===== src/rtl/sz_pkg.sv =====
// sz_pkg
// Shared encodings for the predictive quantizer:
//   - result codes driven on out_code
//   - prediction mode encodings sampled from the mode input
//   - history-depth saturation helper used when a channel's history advances
package sz_pkg;

    // Result codes
    localparam logic [1:0] CODE_PRED   = 2'b00;
    localparam logic [1:0] CODE_UNPRED = 2'b01;
    localparam logic [1:0] CODE_BYPASS = 2'b10;

    // Prediction modes; the spare encoding behaves like order-0
    typedef enum logic [1:0] {
        MODE_BYPASS   = 2'b00,
        MODE_ORD0     = 2'b01,
        MODE_ORD1     = 2'b10,
        MODE_ORD0_ALT = 2'b11
    } mode_e;

    // History depth saturates at two stored reconstructions
    localparam logic [1:0] HCNT_MAX = 2'd2;

    function automatic logic [1:0] hcnt_next(input logic [1:0] h);
        return (h >= HCNT_MAX) ? HCNT_MAX : h + 2'd1;
    endfunction

endpackage


===== src/rtl/sz_quantizer.sv =====
// sz_quantizer
// Purely combinational prediction + error-bounded quantization of one sample.
// Ports:
//   p1, p2   in  WIDTH  last and second-to-last reconstructed values of the channel
//   hcnt     in  2      effective history depth (0..2), already forced to 0 on block start
//   order1   in  1      1 = linear prediction, 0 = previous-value prediction
//   in_data  in  WIDTH  signed sample
//   q        out QBITS  signed quantization code (0 when unpredictable)
//   code     out 2      CODE_PRED or CODE_UNPRED
//   recon    out WIDTH  value the decoder will reconstruct (becomes the new p1)
module sz_quantizer
    import sz_pkg::*;
#(
    parameter int WIDTH    = 32,
    parameter int QBITS    = 16,
    parameter int EB_SHIFT = 4
) (
    input  logic [WIDTH-1:0] p1,
    input  logic [WIDTH-1:0] p2,
    input  logic [1:0]       hcnt,
    input  logic             order1,
    input  logic [WIDTH-1:0] in_data,
    output logic [QBITS-1:0] q,
    output logic [1:0]       code,
    output logic [WIDTH-1:0] recon
);

    // One guard bit beyond WIDTH+2 so that diff + half-bin cannot wrap even
    // for the most extreme linear prediction.
    localparam int XW = WIDTH + 3;

    localparam logic signed [XW-1:0] ONE      = 1;
    localparam logic signed [XW-1:0] HALF_BIN = ONE <<< EB_SHIFT;
    localparam logic signed [XW-1:0] QMAX     = (ONE <<< (QBITS - 1)) - ONE;
    // Symmetric range: the most negative QBITS code is never emitted
    localparam logic signed [XW-1:0] QMIN     = -QMAX;

    logic signed [XW-1:0] p1_x;
    logic signed [XW-1:0] p2_x;
    logic signed [XW-1:0] d_x;
    logic signed [XW-1:0] pred;
    logic signed [XW-1:0] diff;
    logic signed [XW-1:0] q_x;

    always_comb begin
        p1_x  = XW'($signed(p1));
        p2_x  = XW'($signed(p2));
        d_x   = XW'($signed(in_data));
        pred  = '0;
        q     = '0;
        code  = CODE_UNPRED;
        recon = in_data;

        if (hcnt != 2'd0) begin
            if (order1 && (hcnt == HCNT_MAX)) begin
                pred = (p1_x <<< 1) - p2_x;
            end else begin
                pred = p1_x;
            end
        end

        diff = d_x - pred;
        // Round-to-nearest bin: arithmetic shift floors toward -inf
        q_x  = (diff + HALF_BIN) >>> (EB_SHIFT + 1);

        if ((q_x <= QMAX) && (q_x >= QMIN)) begin
            code  = CODE_PRED;
            q     = q_x[QBITS-1:0];
            // Wraps modulo 2^WIDTH exactly as the decoder will
            recon = pred[WIDTH-1:0] + (q_x[WIDTH-1:0] << (EB_SHIFT + 1));
        end
    end

endmodule


===== src/rtl/sz_pred_quant.sv =====
// sz_pred_quant
// Two-stage predictive quantizer for NCH interleaved channels of signed samples.
// S1 captures the incoming sample; the quantizer works on S1 against the
// channel history; S2 is the output register. History is written on the same
// edge that loads S2, so the next same-channel sample sitting in S1 reads the
// updated registers without any forwarding.
// Ports:
//   clk, rst            clock, asynchronous active-high reset
//   mode                00 bypass, 01 order-0, 10 order-1, 11 order-0
//   in_valid/in_ready   input handshake
//   in_data, in_ch      sample and its channel
//   in_block_start      clears that channel's history for this sample
//   out_valid/out_ready output handshake
//   out_code            00 predictable, 01 unpredictable, 10 bypass
//   out_quant           quant code (code 00 only)
//   out_raw             original sample (codes 01/10 only)
//   out_ch              channel of the result
//   cnt_clr             synchronous clear of cnt_unpred
//   cnt_unpred          saturating count of unpredictable results
module sz_pred_quant
    import sz_pkg::*;
#(
    parameter int WIDTH    = 32,
    parameter int QBITS    = 16,
    parameter int NCH      = 4,
    parameter int EB_SHIFT = 4,
    localparam int CHW     = (NCH > 1) ? $clog2(NCH) : 1
) (
    input  logic             clk,
    input  logic             rst,
    input  logic [1:0]       mode,
    input  logic             in_valid,
    output logic             in_ready,
    input  logic [WIDTH-1:0] in_data,
    input  logic [CHW-1:0]   in_ch,
    input  logic             in_block_start,
    output logic             out_valid,
    input  logic             out_ready,
    output logic [1:0]       out_code,
    output logic [QBITS-1:0] out_quant,
    output logic [WIDTH-1:0] out_raw,
    output logic [CHW-1:0]   out_ch,
    input  logic             cnt_clr,
    output logic [31:0]      cnt_unpred
);

    // S1 stage
    logic             s1_valid_q, s1_valid_d;
    logic [WIDTH-1:0] s1_data_q,  s1_data_d;
    logic [CHW-1:0]   s1_ch_q,    s1_ch_d;
    logic             s1_bs_q,    s1_bs_d;
    logic [1:0]       s1_mode_q,  s1_mode_d;

    // S2 stage
    logic             out_valid_q, out_valid_d;
    logic [1:0]       out_code_q,  out_code_d;
    logic [QBITS-1:0] out_quant_q, out_quant_d;
    logic [WIDTH-1:0] out_raw_q,   out_raw_d;
    logic [CHW-1:0]   out_ch_q,    out_ch_d;

    // Per-channel history
    logic [WIDTH-1:0] p1_q   [NCH];
    logic [WIDTH-1:0] p1_d   [NCH];
    logic [WIDTH-1:0] p2_q   [NCH];
    logic [WIDTH-1:0] p2_d   [NCH];
    logic [1:0]       hcnt_q [NCH];
    logic [1:0]       hcnt_d [NCH];

    logic [31:0]      cnt_q, cnt_d;

    // Handshake / datapath nets
    logic             s2_load;
    logic             s1_adv;
    logic             s1_load;
    logic             in_ready_c;
    logic             bypass;
    logic             order1;
    logic [WIDTH-1:0] hist_p1;
    logic [WIDTH-1:0] hist_p2;
    logic [1:0]       hcnt_eff;
    logic [QBITS-1:0] qz_q;
    logic [1:0]       qz_code;
    logic [WIDTH-1:0] qz_recon;

    always_comb begin
        s2_load    = !out_valid_q || out_ready;
        s1_adv     = s1_valid_q && s2_load;
        in_ready_c = !s1_valid_q || s2_load;
        s1_load    = in_valid && in_ready_c;

        bypass     = (s1_mode_q == MODE_BYPASS);
        order1     = (s1_mode_q == MODE_ORD1);
        hist_p1    = p1_q[s1_ch_q];
        hist_p2    = p2_q[s1_ch_q];
        hcnt_eff   = s1_bs_q ? 2'd0 : hcnt_q[s1_ch_q];
    end

    sz_quantizer #(
        .WIDTH    (WIDTH),
        .QBITS    (QBITS),
        .EB_SHIFT (EB_SHIFT)
    ) u_quant (
        .p1      (hist_p1),
        .p2      (hist_p2),
        .hcnt    (hcnt_eff),
        .order1  (order1),
        .in_data (s1_data_q),
        .q       (qz_q),
        .code    (qz_code),
        .recon   (qz_recon)
    );

    always_comb begin
        s1_valid_d = s1_valid_q;
        s1_data_d  = s1_data_q;
        s1_ch_d    = s1_ch_q;
        s1_bs_d    = s1_bs_q;
        s1_mode_d  = s1_mode_q;

        if (s1_load) begin
            s1_valid_d = 1'b1;
            s1_data_d  = in_data;
            s1_ch_d    = in_ch;
            s1_bs_d    = in_block_start;
            s1_mode_d  = mode;
        end else if (s2_load) begin
            // Either already empty or its sample just moved into S2
            s1_valid_d = 1'b0;
        end
    end

    always_comb begin
        out_valid_d = out_valid_q;
        out_code_d  = out_code_q;
        out_quant_d = out_quant_q;
        out_raw_d   = out_raw_q;
        out_ch_d    = out_ch_q;

        if (s2_load) begin
            out_valid_d = s1_valid_q;
            if (s1_valid_q) begin
                out_ch_d = s1_ch_q;
                if (bypass) begin
                    out_code_d  = CODE_BYPASS;
                    out_quant_d = '0;
                    out_raw_d   = s1_data_q;
                end else if (qz_code == CODE_PRED) begin
                    out_code_d  = CODE_PRED;
                    out_quant_d = qz_q;
                    out_raw_d   = '0;
                end else begin
                    out_code_d  = CODE_UNPRED;
                    out_quant_d = '0;
                    out_raw_d   = s1_data_q;
                end
            end
        end
    end

    always_comb begin
        p1_d   = p1_q;
        p2_d   = p2_q;
        hcnt_d = hcnt_q;

        if (s1_adv && !bypass) begin
            p2_d[s1_ch_q]   = s1_bs_q ? '0 : hist_p1;
            p1_d[s1_ch_q]   = qz_recon;
            hcnt_d[s1_ch_q] = hcnt_next(hcnt_eff);
        end
    end

    always_comb begin
        cnt_d = cnt_q;
        if (cnt_clr) begin
            cnt_d = '0;
        end else if (s1_adv && !bypass && (qz_code == CODE_UNPRED) && (cnt_q != '1)) begin
            cnt_d = cnt_q + 32'd1;
        end
    end

    always_ff @(posedge clk or posedge rst) begin
        if (rst) begin
            s1_valid_q  <= 1'b0;
            s1_data_q   <= '0;
            s1_ch_q     <= '0;
            s1_bs_q     <= 1'b0;
            s1_mode_q   <= '0;
            out_valid_q <= 1'b0;
            out_code_q  <= '0;
            out_quant_q <= '0;
            out_raw_q   <= '0;
            out_ch_q    <= '0;
            cnt_q       <= '0;
            for (int i = 0; i < NCH; i++) begin
                p1_q[i]   <= '0;
                p2_q[i]   <= '0;
                hcnt_q[i] <= '0;
            end
        end else begin
            s1_valid_q  <= s1_valid_d;
            s1_data_q   <= s1_data_d;
            s1_ch_q     <= s1_ch_d;
            s1_bs_q     <= s1_bs_d;
            s1_mode_q   <= s1_mode_d;
            out_valid_q <= out_valid_d;
            out_code_q  <= out_code_d;
            out_quant_q <= out_quant_d;
            out_raw_q   <= out_raw_d;
            out_ch_q    <= out_ch_d;
            cnt_q       <= cnt_d;
            p1_q        <= p1_d;
            p2_q        <= p2_d;
            hcnt_q      <= hcnt_d;
        end
    end

    assign in_ready   = in_ready_c;
    assign out_valid  = out_valid_q;
    assign out_code   = out_code_q;
    assign out_quant  = out_quant_q;
    assign out_raw    = out_raw_q;
    assign out_ch     = out_ch_q;
    assign cnt_unpred = cnt_q;

endmodule


===== config.mk =====
export PLATFORM = sky130hd
export DESIGN_NAME = sz_pred_quant
export DESIGN_NICKNAME = d
export VERILOG_FILES = /design/src/rtl/sz_pkg.sv /design/src/rtl/sz_quantizer.sv /design/src/rtl/sz_pred_quant.sv
export SDC_FILE = /design/constraint.sdc
export NUM_CORES = 1
export LEC_CHECK = 0
export CELL_PAD_IN_SITES_DETAIL_PLACEMENT = 1
export CELL_PAD_IN_SITES_GLOBAL_PLACEMENT = 1
export CORE_MARGIN = 2
export CORE_UTILIZATION = 25
export DETAILED_ROUTE_END_ITERATION = 10
export PLACE_DENSITY_LB_ADDON = 0.1
export SYNTH_ARGS = -nofsm -noshare
export SYNTH_HDL_FRONTEND = slang
export SYNTH_SLANG_ARGS = --single-unit

===== constraint.sdc =====
create_clock -name clk -period 43.3 [get_ports clk]
set_clock_uncertainty 0.2 [all_clocks]
set_input_delay 10.825 -clock clk [delete_from_list [all_inputs] [get_ports clk]]
set_output_delay 10.825 -clock clk [all_outputs]
set_load 0.05 [all_outputs]

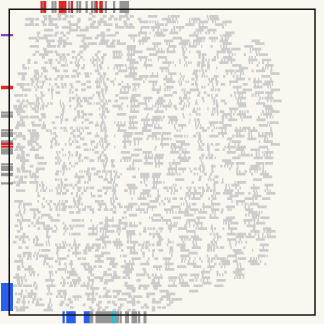
(pin placement)
Scale: 1 px per um. Pins as bars across the die edge, other pins in grey.
- cnt_unpred: blue (pins 32; direction output; edge 20 left, 12 bottom)
- clk: purple (pins 1; direction input; edge left)
- out_quant: red (pins 16; direction output; edge 12 top, 4 left)
- mode: cyan (pins 2; direction input; edge bottom)
- all pins by edge: 49 bottom, 45 left, 34 top

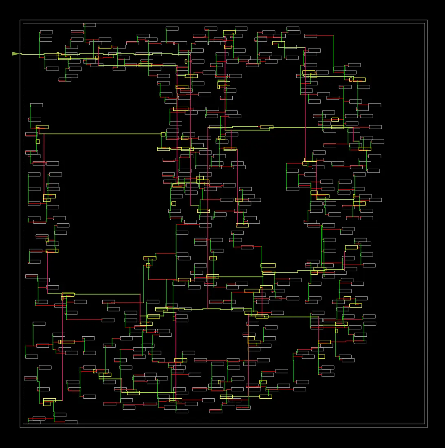
(the clock network)
clk latency late pin: 0.60 ns
CTS buffer count: 49
clock-net power: 427 uW

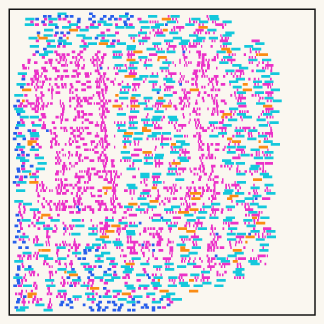
(cells coloured by class)
Scale: 1 px per um.
- remaining buffers and delay cells: blue (cells 152; share of their area 5.8%)
- clock drivers and dummy loads: orange (cells 87; share of their area 6.7%)
- registers: cyan (cells 387; share of their area 38%)
- remaining logic cells: magenta (cells 1815; share of their area 49%)

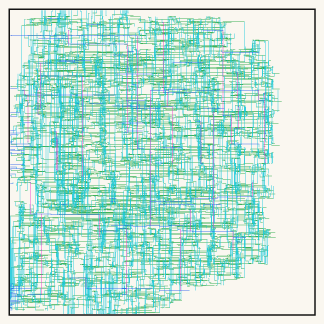
(signal wires by layer)
Scale: 1 px per um.
- M4: magenta (wire length 1510 um)
- M3: blue (wire length 1860 um)
- M2: cyan (wire length 35.3 mm)
- M1: green (wire length 37.6 mm)

==> results.yml <==
# implementation run metrics
grt:
  grt_util_met2_pct: 27.1
  first_global_vias: 19294
  antenna_found_initial: 0
  grt_use_total_pct: 16.6
  busiest_layer: "met2"
  grtUsageMet1_pct: 23.5
  grt_max_degree: 125
  grt_first_pass_wirelength_mm: 120
sta:
  worstMarginPinSlew_ns: 1.09
  finalCritPeriodShare_pct: 53.9
  drv_slew: 0
  rsz0062_at_grt: "false"
  worst_slack_ns: 19.97
  slew_headroom_pct: 27.1
  fmax_ghz: 0.0429
  tns_ns: 0
  hold_slack_ns: 0.276
  final_hold_viol_count: 0
clocking:
  cts_htree_levels: 2
  clk_pin_slew_ns: 0.06
  cts_tree: "yes"
  post_cts_buffers: 0
  cts_resized: 0
  cts_buffer_depth: 3
  clock_sinks: 387
final_layout:
  reg_top3: "p1_q: 128 flops, p2_q: 128 flops"
  comb_area_share_pct: 45.2
  final_area_um2: 26700
  finish.utilization_pct: 29.7
  seq_share_pct: 36.3
  n_clock_buffer: 75
  inverters: 88
  clockNetworkAreaShare_pct: 6.29
  ff_latch_area_um2: 9690
  instances_no_fill: 3617
  nNonClkBuffers: 152
  mostFrequentLayoutCell: "dfrtp_1"
  flops: 387
  buffer_area_share_pct: 5.46
  num_antenna_cells: 0
  drive_above_1_share_pct: 9.87
  final-comb-area_um2: 12100
  syn2layout_area_growth_pct: 18.4
  dominant_cells: "multi-input combinational cells"
  final_cell_mix: "dfrtp_1 (385), nand2_1 (383), o21ai_0 (177)"
  logic_gates: 1727
pwr:
  combPwrFrac_pct: 57.5
  sequentialPower_uw: 570
  pg_comb_uw: 1350
  vdd_drop_max_v: 0.0000323
  seqPwrFrac_pct: 24.3
  leakage_uw: 0.0116
  p_total_uw: 2350
  p_sw_share_pct: 45.2
  power.density_nw_per_um2: 87.9
  intPower_uw: 1290
  power_leader: "combinational cells"
  p_clk_share_pct: 18.2
  p_switching_uw: 1060
synthesis:
  ys_seq_share_pct: 43.0
  top_area_cell: "dfrtp_1"
  muxShareOfSynthArea_pct: 11.0
  synth_xor_xnor_area_share_pct: 2.78
  ys_types: 75
  synth_cells: 2334
  top_cells_by_count: "dfrtp_1 (387), nand2_1 (387), o21ai_0 (177)"
  synthSimpleGateAreaFrac_pct: 15.2
  topCombFamilyByArea: "AND-OR/OR-AND gates"
  syn-num-nets: 2502
  top_cells_by_area: "dfrtp_1 (43%), ha_1 (6.9%), mux4_2 (6.7%), nand2_1 (6.4%), o21ai_0 (3.9%)"
  ys_ff: 387
  yosysCellCount: 2334
  synth-edff-count: 0
detailed_routing:
  wl_per_cell_um: 21.1
  wl_met3_mm: 1.86
  first_pass_iters: 5
  initialDrtViolationCount: 768
  drcViolationCount: 0
  totalWireLength_mm: 76.3
floorplanning:
  num_rows: 110
  fp-utilization_pct: 25.1
  dieArea_um2: 92600
  die_w_um: 304
  tap_cells: 1176
  dieHeight_um: 304
  io_pins: 128
worst_hold_path:
  hold_path.class: "register to register"
  hold_depth: 2
  hp-start: "p2_q[37]"
  min_to: "p2_q[37]"
run:
  drv_cap: 0
worst_setup_path:
  cp-start-kind: "primary input"
  crit_buf_inv: 2
  critPathCaptureType: "primary output"
  crit_fanout: 3
  worst_ep_arrival_time_ns: 12.30
  r2r-end: "p1_q[125]"
  path_delay_family: "buffers and inverters"
  endpoint: "in_ready"
  critPathRequiredTime_ns: 32.27
  reg2reg_slack_ns: 32.36
  path_class: "primary input to primary output"
  cp-startpoint: "out_ready"
  crit_chain: "clkdlybuf4s50_1 > nand3b_1 > clkdlybuf4s50_1"
  cp.depth: 3
  cpMaxStageDelayCell: "clkdlybuf4s50_1"
placed_design:
  placed_area_um2: 25000
  port_buffers: 127
  dp_cells: 3530
  dp_hpwl_mm: 54.5
run_status:
  status: "finished, final reports clean"
Power is estimated from default activity; no workload was simulated.
